[config.mk]
export PLATFORM = sky130hd
export DESIGN_NAME = park_slot_ctrl
export DESIGN_NICKNAME = d
export VERILOG_FILES = /design/src/rtl/park_pkg.sv /design/src/rtl/park_slot_find.sv /design/src/rtl/park_slot_ctrl.sv
export SDC_FILE = /design/constraint.sdc
export NUM_CORES = 1
export LEC_CHECK = 0
export CAP_MARGIN = 25
export CORE_UTILIZATION = 30
export DETAILED_ROUTE_END_ITERATION = 10
export HOLD_SLACK_MARGIN = 0.05
export PLACE_DENSITY = 0.52
export SYNTH_ARGS = -nofsm -noshare
export SYNTH_HDL_FRONTEND = slang
export SYNTH_SLANG_ARGS = --single-unit
[constraint.sdc]
create_clock -name clk_receive -period 4.72 [get_ports clk_receive]
set_input_delay 0.472 -clock clk_receive [delete_from_list [all_inputs] [get_ports clk_receive]]
set_output_delay 0.472 -clock clk_receive [all_outputs]
set_load 0.1 [all_outputs]
[src/rtl/park_pkg.sv]
// Shared types and constants for the parking slot controller and its helpers.
package park_pkg;

  typedef enum logic [1:0] {
    IDLE    = 2'd0,
    TO_SLOT = 2'd1,
    TO_HOME = 2'd2
  } park_state_t;

  localparam logic OP_PARK     = 1'b0;
  localparam logic OP_RETRIEVE = 1'b1;
  localparam int   SLOT_NONE   = 0;

endpackage

[src/rtl/park_slot_find.sv]
// Lowest-numbered free slot finder; slot numbers are 1-based, 0 when the garage is full.
module park_slot_find
  import park_pkg::*;
#(
  parameter  int NUM_SLOTS = 3,
  localparam int SLOT_W    = $clog2(NUM_SLOTS + 1)
) (
  input  logic [NUM_SLOTS-1:0] occupied,
  output logic [SLOT_W-1:0]    slot,
  output logic                 any_free
);

  // Scan from the top so the lowest free slot is the last one written.
  always_comb begin
    slot     = SLOT_W'(SLOT_NONE);
    any_free = 1'b0;
    for (int i = NUM_SLOTS - 1; i >= 0; i--) begin
      if (!occupied[i]) begin
        slot     = SLOT_W'(i + 1);
        any_free = 1'b1;
      end
    end
  end

endmodule

[src/rtl/park_slot_ctrl.sv]
// Garage slot controller: accepts park/retrieve requests, times the carrier trip and
// commits slot occupancy when the carrier reaches the slot.
//
// state   | meaning
// IDLE    | carrier at home, request port open
// TO_SLOT | carrier travelling home -> slot; occupancy committed on arrival
// TO_HOME | carrier travelling slot -> home; done pulses on arrival
module park_slot_ctrl
  import park_pkg::*;
#(
  parameter  int NUM_SLOTS   = 3,
  parameter  int MOVE_CYCLES = 4,
  localparam int SLOT_W      = $clog2(NUM_SLOTS + 1),
  localparam int CNT_W       = $clog2(MOVE_CYCLES + 1)
) (
  input  logic                 clk_receive,
  input  logic                 rst,
  input  logic                 req_valid,
  output logic                 req_ready,
  input  logic                 req_op,
  input  logic [SLOT_W-1:0]    req_slot,
  output logic [NUM_SLOTS-1:0] occupied,
  output logic [SLOT_W-1:0]    free_count,
  output logic [SLOT_W-1:0]    moving_place,
  output logic                 busy,
  output logic                 done,
  output logic                 err
);

  localparam logic [CNT_W-1:0] CNT_LOAD = CNT_W'(MOVE_CYCLES - 1);

  park_state_t          state_q, state_d;
  logic [CNT_W-1:0]     cnt_q, cnt_d;
  logic                 op_q, op_d;
  logic [NUM_SLOTS-1:0] occ_d, target_mask;
  logic [SLOT_W-1:0]    free_d, move_d, free_slot, target;
  logic                 busy_d, done_d, err_d;
  logic                 any_free, slot_held, accept_ok, fire, tc;

  park_slot_find #(.NUM_SLOTS(NUM_SLOTS)) u_find (
    .occupied (occupied),
    .slot     (free_slot),
    .any_free (any_free)
  );

  assign req_ready   = (state_q == IDLE) & ~rst;
  assign fire        = req_valid & req_ready;
  assign tc          = (cnt_q == '0);
  assign target_mask = NUM_SLOTS'(1) << (moving_place - SLOT_W'(1));

  // Out-of-range retrieve slots (0 or > NUM_SLOTS) never match, so they read as empty.
  always_comb begin
    slot_held = 1'b0;
    for (int i = 0; i < NUM_SLOTS; i++) begin
      if (req_slot == SLOT_W'(i + 1)) slot_held = occupied[i];
    end
    accept_ok = (req_op == OP_PARK) ? any_free : slot_held;
    target    = (req_op == OP_PARK) ? free_slot : req_slot;
  end

  always_ff @(posedge clk_receive) begin
    if (rst) begin
      state_q      <= IDLE;
      cnt_q        <= '0;
      op_q         <= OP_PARK;
      occupied     <= '0;
      free_count   <= SLOT_W'(NUM_SLOTS);
      moving_place <= SLOT_W'(SLOT_NONE);
      busy         <= 1'b0;
      done         <= 1'b0;
      err          <= 1'b0;
    end else begin
      state_q      <= state_d;
      cnt_q        <= cnt_d;
      op_q         <= op_d;
      occupied     <= occ_d;
      free_count   <= free_d;
      moving_place <= move_d;
      busy         <= busy_d;
      done         <= done_d;
      err          <= err_d;
    end
  end

  always_comb begin
    state_d = state_q;
    case (state_q)
      IDLE:    if (fire && accept_ok) state_d = TO_SLOT;
      TO_SLOT: if (tc) state_d = TO_HOME;
      TO_HOME: if (tc) state_d = IDLE;
      default: state_d = IDLE;
    endcase
  end

  // Travel timer counts down from MOVE_CYCLES-1; zero is the terminal count.
  always_comb begin
    cnt_d  = cnt_q;
    op_d   = op_q;
    occ_d  = occupied;
    free_d = free_count;
    move_d = moving_place;
    done_d = 1'b0;
    err_d  = 1'b0;
    case (state_q)
      IDLE: begin
        move_d = SLOT_W'(SLOT_NONE);
        if (fire) begin
          if (accept_ok) begin
            move_d = target;
            op_d   = req_op;
            cnt_d  = CNT_LOAD;
          end else begin
            err_d = 1'b1;
          end
        end
      end
      TO_SLOT: begin
        if (tc) begin
          cnt_d = CNT_LOAD;
          if (op_q == OP_PARK) begin
            occ_d  = occupied | target_mask;
            free_d = free_count - SLOT_W'(1);
          end else begin
            occ_d  = occupied & ~target_mask;
            free_d = free_count + SLOT_W'(1);
          end
        end else begin
          cnt_d = cnt_q - CNT_W'(1);
        end
      end
      TO_HOME: begin
        if (tc) begin
          cnt_d  = '0;
          move_d = SLOT_W'(SLOT_NONE);
          done_d = 1'b1;
        end else begin
          cnt_d = cnt_q - CNT_W'(1);
        end
      end
      default: cnt_d = '0;
    endcase
    busy_d = (state_d != IDLE);
  end

endmodule
==> run_1/pdn.png <==
The bar under the picture is 20 um long. Pins as bars on the die edge.
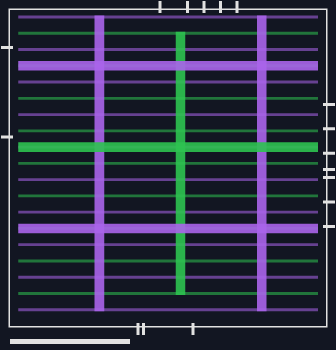
net	colour
VSS	purple
VDD	green
rows	18
met5 straps	3

==> run_1/cell_classes.png <==
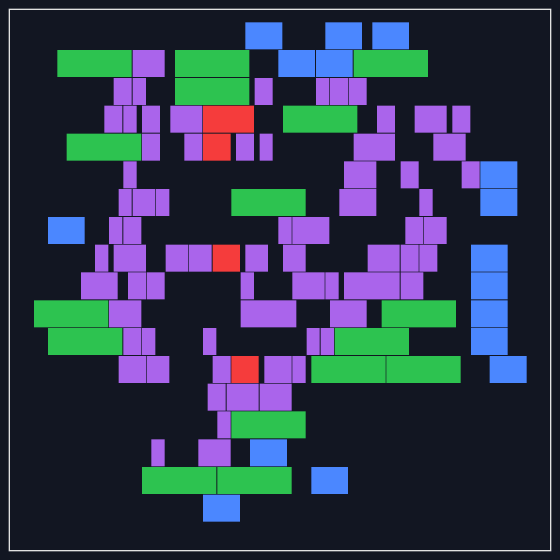
class	colour	cells	share of their area
other buffers and delay cells	blue	16	17%
all other logic	purple	71	46%
flip-flops	green	16	34%
clock drivers and dummy loads	red	4	3.8%

==> run_1/clock_map.png <==
The bar under the picture is 20 um long.
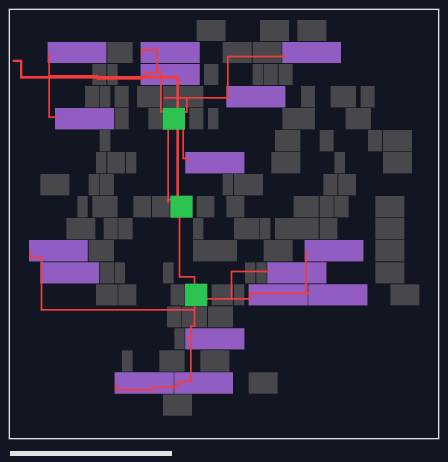
[flip-flops] purple | count: 16
[clock wires] red | length: 205 um
[cells driving clock nets] green | count: 3
routed clock nets	4
Worst Skew: 0.003822 ns
Clk network pwr share: 0.256
Clock net power: 0.0894 mW
clk ins delay skew pair: 0.28 ns

==> impl_metrics.toml, run 1 <==
# flow metrics
[cells_and_area]
final_nets = 114
final_util = 0.4037
comb_area_um2 = 421.7
regArea_um2 = 320.3
area_delta_synth_final_pct = 27.74
fin_area_um2 = 991.0
layout-drive-gt1-share = 0.06542

[route]
drt_iter0_drc = 15
via_per_inst = 5.212
vias = 714
detail-route-antenna-nets = 0
drt_wl_total_mm = 1.725
wl_per_cell_um = 12.59
drc = 0

[global_route]
grt_overflow = 0
grt_start_max_net_pins = 15
grt_pass1_wl_mm = 2.932
antenna_found_initial = 0

[power_and_ir_drop]
cellPowerDensity_mw_per_mm2 = 352.9
p_leak_nw = 0.3615
ir_worst_vdd_mv = 0.1693

[critical_path]
cp_common_cell = "clkdlybuf4s50_1"
slowest_stage = "clkdlybuf4s50_1"
path_max_fanout = 14
worstPathRequired_ns = 4.25
arrival_ns = 2.63
worst_path_dominant_cell_family = "buffers and inverters"
cp_num_buf_inv = 2
path_cells = "clkdlybuf4s50_1, nor3_1, clkdlybuf4s50_1"
max_stage_delay_ns = 1.18
critPathLaunchType = "input pin"
path_class = "in2out"

[job]
maxCapViolCount = 0
warnings = 26

[synth]
topCellsByArea = "dfxtp_1, a21oi_1, nor2_1"
synthesis.nets = 98
ys_types = 31
ff_type = "dfxtp_1"
yosys_cells = 92
syn_inst = 92
synth_area_um2 = 775.7
postSynthSeqShare = 0.4129
synth_area_leader_cell = "dfxtp_1"
edf_count = 0
ys_warn_count = 0
postSynthAreaPerCell_um2 = 8.432

[clock_network]
cts_tree = "done"
cts_buffers = 3
cts.sinks = 16
postCtsHoldBufs = 0
htree_levels = 1
cts-resized-gates = 0
root_buffer = "clkbuf_4"
post-cts-setup-buffers = 0

[timing]
hold_viol_final = 0
min_period_ns = 3.099
tightest_slew_ns = 0.9732
finalSetupTns_ns = 0
slew_headroom = 0.3492
max_freq_ghz = 0.3226

[placement]
portBuffers = 16
gp_congestion = 0.7474
place_area_um2 = 954.7

[die]
fp_util = 0.3160
die_y_um = 52.85
row_count = 18
die_area_mm2 = 0.002793
ios = 17

[min_path]
min_path_type = "reg2reg"

[status]
outcome = "finished clean"
[run 1: report_power, final]
group	switching (mW)	total [mW]	internal, mW	leakage (nW)
logic	0.0707	0.102	0.0310	0.210
clock network	0.0425	0.0894	0.0469	0.0210
registers	0.0138	0.159	0.145	0.131
total	0.127	0.350	0.223	0.361
[run 1: cell type report]
cell class / count / area share
Inverter: 4 / 0.01515
Timing Repair Buffer: 16 / 0.1616
Sequential cell: 16 / 0.3232
Tap cell: 30 / 0.03788
Multi-Input combinational cell: 67 / 0.4255
Clock buffer: 4 / 0.03662
[run 1: cells in the mapped netlist (2+ instances only)]
cell type   n
inv_1       4
nand2b_1    4
xor2_1      2
nor2_1     10
nor3_1      5
nand2_1     6
nand3_1     2
a221oi_1    2
clkbuf_1    5
o2bb2ai_1   2
a21oi_1    10
o21ai_0     5
dfxtp_1    16
mux2i_1     2
[run 1: final timing paths]
path	start	endpoint	slack [ns]	cells after the start
worst max-delay path	rst	req_ready	1.62	3
worst min-delay path	free_count[1]	free_count[1]	0.51	2
worst max register to register	register	op_q	3.03	4
worst min register to register	free_count[1]	free_count[1]	0.51	2
[run 1: worst register-to-register path, delay by kind of cell, from the launching register on]
| family | cells | cell delay (ns) |
|---|---|---|
| simple gates | 2 | 0.59 |
| mux | 1 | 0.30 |
| flops | 1 | 0.42 |
| compound gates | 1 | 0.29 |
[run 1: cells by family after synthesis]
family	count (synthesis)	share of synthesized area
buf+inv	9	0.04355
xor+xnor	3	0.03388
simple gates	35	0.2484
compound gates	26	0.2162
flops	16	0.4129
mux	3	0.04516
[run 1: stage by stage]
stage               cells  setup WS (ns)  power (mW)  hold slack, ns
global route          137          1.547      0.3714          0.5385
detailed placement    133          1.637      0.2626          0.4835
finish                137          1.621      0.3497          0.5083
floorplan              92          1.132      0.2379          0.4562
global placement      133          1.669      0.2610          0.4826
CTS                   137          1.634      0.3525          0.5109
[run 1: layer usage]
layer / part of all wire / up-vias / GRT usage
met5: 0 / - / 0
met4: 0.0087 / 0 / 0.06579
met3: 0.044 / 2 / 0.02586
met2: 0.47 / 15 / 0.2342
met1: 0.48 / 333 / 0.1836
li1: - / 364 / -
==> run 2, diff against run 1 <==
Settings changed: PLACE_DENSITY 0.52 to 0.54.
Clock period 4.72 ns to 2.8 ns, I/O delays scaled along.
==> run_2/metal_stack.png <==
The bar under the picture is 20 um long.
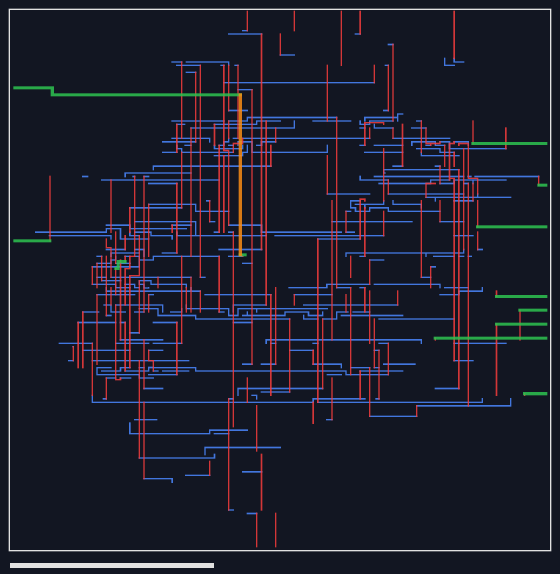
layer	colour	wire length
met4	orange	15.6 um
met3	green	67.7 um
met2	red	755 um
met1	blue	850 um
GRT Util Overall: 0.1380
wire per inst: 12.32 um
DR vias: 699
Total Routed Length: 1.688 mm

==> run 2 against run 1 <==
First-iteration DRC count fell by 33%. Clock skew increased by 0.0033 ns. Power increased by 58%. Synthesized cell count is the same. Highest routed layer unchanged.
==> impl_metrics.toml, run 2 <==
# flow metrics
[timing]
finClkSkew_ns = 0.007149
max_freq_ghz = 0.5735
finalSetupTns_ns = 0
slew_headroom = 0.6967
hold_viol_final = 0
tightest_slew_ns = 0.4544
worst_slack_ns = 1.056

[global_route]
grt_start_max_net_pins = 15
grt_pass1_wl_mm = 2.766
grt_overflow = 0

[status]
outcome = "finished clean"

[cells_and_area]
area_delta_synth_final_pct = 24.03
final_nets = 115
fin_area_um2 = 962.2
final_util = 0.3919

[clock_network]
cts_buffers = 3
cts.sinks = 16
cts-resized-gates = 0
post-cts-setup-buffers = 0
postCtsHoldBufs = 0
clk_latency_ns = 0.28
cts_tree = "done"

[critical_path]
slowest_stage = "clkdlybuf4s50_1"
worstPathRequired_ns = 2.97
worst_path_dominant_cell_family = "simple AND/OR/NAND/NOR gates"
arrival_ns = 1.91
path_max_fanout = 4
path_cells = "clkdlybuf4s50_1, and3b_1, o31a_1, or3_4, mux2_4"
max_stage_delay_ns = 0.45
path_class = "in2reg"

[synth]
edf_count = 0
topCellsByArea = "dfxtp_1, a21oi_1, nor2_1"
postSynthSeqShare = 0.4129
synth_area_um2 = 775.7
syn_inst = 92
ys_warn_count = 0
top_cell = "dfxtp_1"
yosys_cells = 92
ff_type = "dfxtp_1"

[min_path]
min_path_type = "reg2reg"
min-delay-start = "op_q"
worstHoldPathCells = 1

[placement]
dp_cells = 134
portBuffers = 16
gp_congestion = 0.7280
place_ws_ns = 0.7748

[die]
row_count = 18
die_y_um = 52.85
die_area_mm2 = 0.002793

[route]
detail-route-antenna-nets = 0

[power_and_ir_drop]
total_power_mw = 0.5536

[job]
maxCapViolCount = 0
warnings = 26
## run 2: cell counts after synthesis
No cell type changed its count.
## run 2: where the power goes
group          total, mW  leakage, nW  switching [mW]  internal [mW]
clock              0.119       0.0138          0.0690         0.0499
combinational      0.166        0.234           0.116         0.0506
sequential         0.268        0.131          0.0243          0.244
total              0.554        0.378           0.209          0.345
## run 2: cell type report
class	count	area [um^2]
Sequential cell	16	320.3
Clock buffer	3	22.52
Multi-Input combinational cell	67	426.7
Tap cell	30	37.54
Fill cell	259	1493
Timing Repair Buffer	17	140.1
Inverter	4	15.01
## run 2: logic make-up after synthesis
group | share of synthesized area
buffers and inverters | 0.04355
muxes | 0.04516
and+or+nand+nor | 0.2484
DFF | 0.4129
AOI/OAI and AO/OA | 0.2162
xor gates and xnor gates | 0.03388
## run 2: worst max-delay path by stage
stage            to        start  cells past startpoint
6_report       op_q  req_slot[1]                      5
5_1_grt        op_q  req_slot[1]                      5
4_1_cts        op_q  req_slot[1]                      5
3_5_place_dp   op_q  req_slot[1]                      5
3_3_place_gp   op_q  req_slot[1]                      5
2_1_floorplan  op_q   state_q[1]                      4
## run 2: metal layers
layer | part of all wire | GRT usage | vias up
met5 | 0 | 0 | -
met4 | 0.0089 | 0.07895 | 0
met3 | 0.040 | 0.02586 | 2
met2 | 0.45 | 0.2025 | 12
met1 | 0.50 | 0.1861 | 318
li1 | - | - | 367
==> run 3, diff against run 2 <==
Clock period 2.8 ns to 1.4 ns, I/O delays scaled along.
==> run 3 against run 2 <==
Highest routed layer unchanged. Cell count up 13%. Worst hold slack worse by 0.10 ns. Core utilization up 16 points. The flow now finishes with violations (setup timing). Via count up 14%.
==> impl_metrics.toml, run 3 <==
# flow metrics
[power_and_ir_drop]
swShare = 0.3561
ir_worst_vdd_mv = 0.8057
comb_power_share = 0.391
p_int_mw = 0.8665

[synth]
ys_types = 31
yosys_cells = 92
synth_area_um2 = 775.7
postSynthSeqShare = 0.4129
synth_area_leader_cell = "dfxtp_1"
edf_count = 0

[die]
ios = 17
die_y_um = 52.85
fp_util = 0.3160

[timing]
setup_viol = 3
tightest_slew_ns = 0.3387
hold_slack_ns = 0.4013
min_period_ns = 1.517
worst_slack_ns = -0.1172
hold_viol_final = 0

[job]
maxCapViolCount = 0
warnings = 29

[clock_network]
cts.sinks = 16
root_buffer = "clkbuf_4"
postCtsHoldBufs = 0

[cells_and_area]
final_nets = 132
fillers = 216

[placement]
gp_congestion = 0.7538

[global_route]
grt_pass1_wl_mm = 3.015
track_usage = 0.1499

[route]
drt_wl_total_mm = 1.923
drc = 0
detail-route-antenna-nets = 0
vias = 796

[critical_path]
arrival_ns = 1.70
worstPathRequired_ns = 1.58

[status]
outcome = "finished with violations"
violations = "setup timing"
## run 3: cell counts after synthesis
Identical to the previous run, type by type.
## run 3: per-layer routing
metal	vias up	part of all wire	track usage
met2	17	0.50	0.2447
li1	407	-	-
met3	7	0.041	0.03161
met1	365	0.44	0.1840
met5	-	0	0
met4	0	0.021	0.07456
## run 3: kinds of logic (layout without fill, tap and decap cells)
group | count (synthesis) | in the layout | synth area share
AND/OR/NAND/NOR | 35 | 35 | 0.2484
AND-OR/OR-AND | 26 | 26 | 0.2162
flip-flops | 16 | 16 | 0.4129
buffers and inverters | 9 | 42 | 0.04355
XOR/XNOR | 3 | 3 | 0.03388
multiplexers | 3 | 3 | 0.04516
## run 3: final timing paths
path,to,slack [ns],start,depth (start not counted)
max,op_q,-0.12,register,4
min,moving_place[1],0.40,req_slot[1],4
max reg2reg,op_q,-0.12,register,4
min reg2reg,moving_place[1],0.52,moving_place[1],1
## run 3: repair_timing
item,in CTS,in global routing
resized,7,11
pin swaps,4,5
setup endpoints to repair,7,9
setup buffers,2,0
## run 3: power groups by stage
stage | Clock [mW] | Sequential [mW] | Combinational, mW
after floorplan | 0 | 0.628 | 0.182
after global placement | 0 | 0.528 | 0.464
after detailed placement | 0 | 0.529 | 0.468
after CTS | 0.312 | 0.519 | 0.493
after global routing | 0.339 | 0.525 | 0.558
final | 0.300 | 0.520 | 0.526
## run 3: worst max-delay path, cell delays in order (launching register included)
cell     delay [ns]
dfxtp_4        0.35
and3b_1        0.19
o31a_1         0.24
or3_4          0.34
mux2_4         0.30
## run 3: final cells by class
class                           count  area, um^2  area share
Clock buffer                        4       36.28     0.02693
Inverter                            4       15.01     0.01114
Multi-Input combinational cell     67       513.0      0.3807
Sequential cell                    16       337.8      0.2507
Tap cell                           30       37.54     0.02786
Timing Repair Buffer               34       407.9      0.3027
## run 3: stage by stage
stage,setup TNS (ns),utilization,cell area [um^2]
final,-0.2037,0.5489,1348
after global routing,-0.4556,0.5489,1348
after CTS,-0.1645,0.5291,1299
after detailed placement,-2.231,0.4944,1214
after global placement,-2.351,0.4944,1214
after floorplan,-1.572,-,805.8
==> run_3/clock_map.png <==
The bar under the picture is 20 um long.
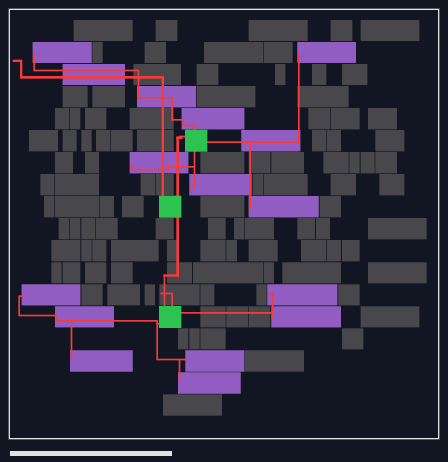
[clock wires] red | length: 197 um
[cells driving clock nets] green | count: 3
[flip-flops] purple | count: 16
routed clock nets	4
Clock net power: 0.300 mW
Worst Skew: 0.006458 ns
Clk network pwr share: 0.223

Power is estimated from default activity; no workload was simulated.
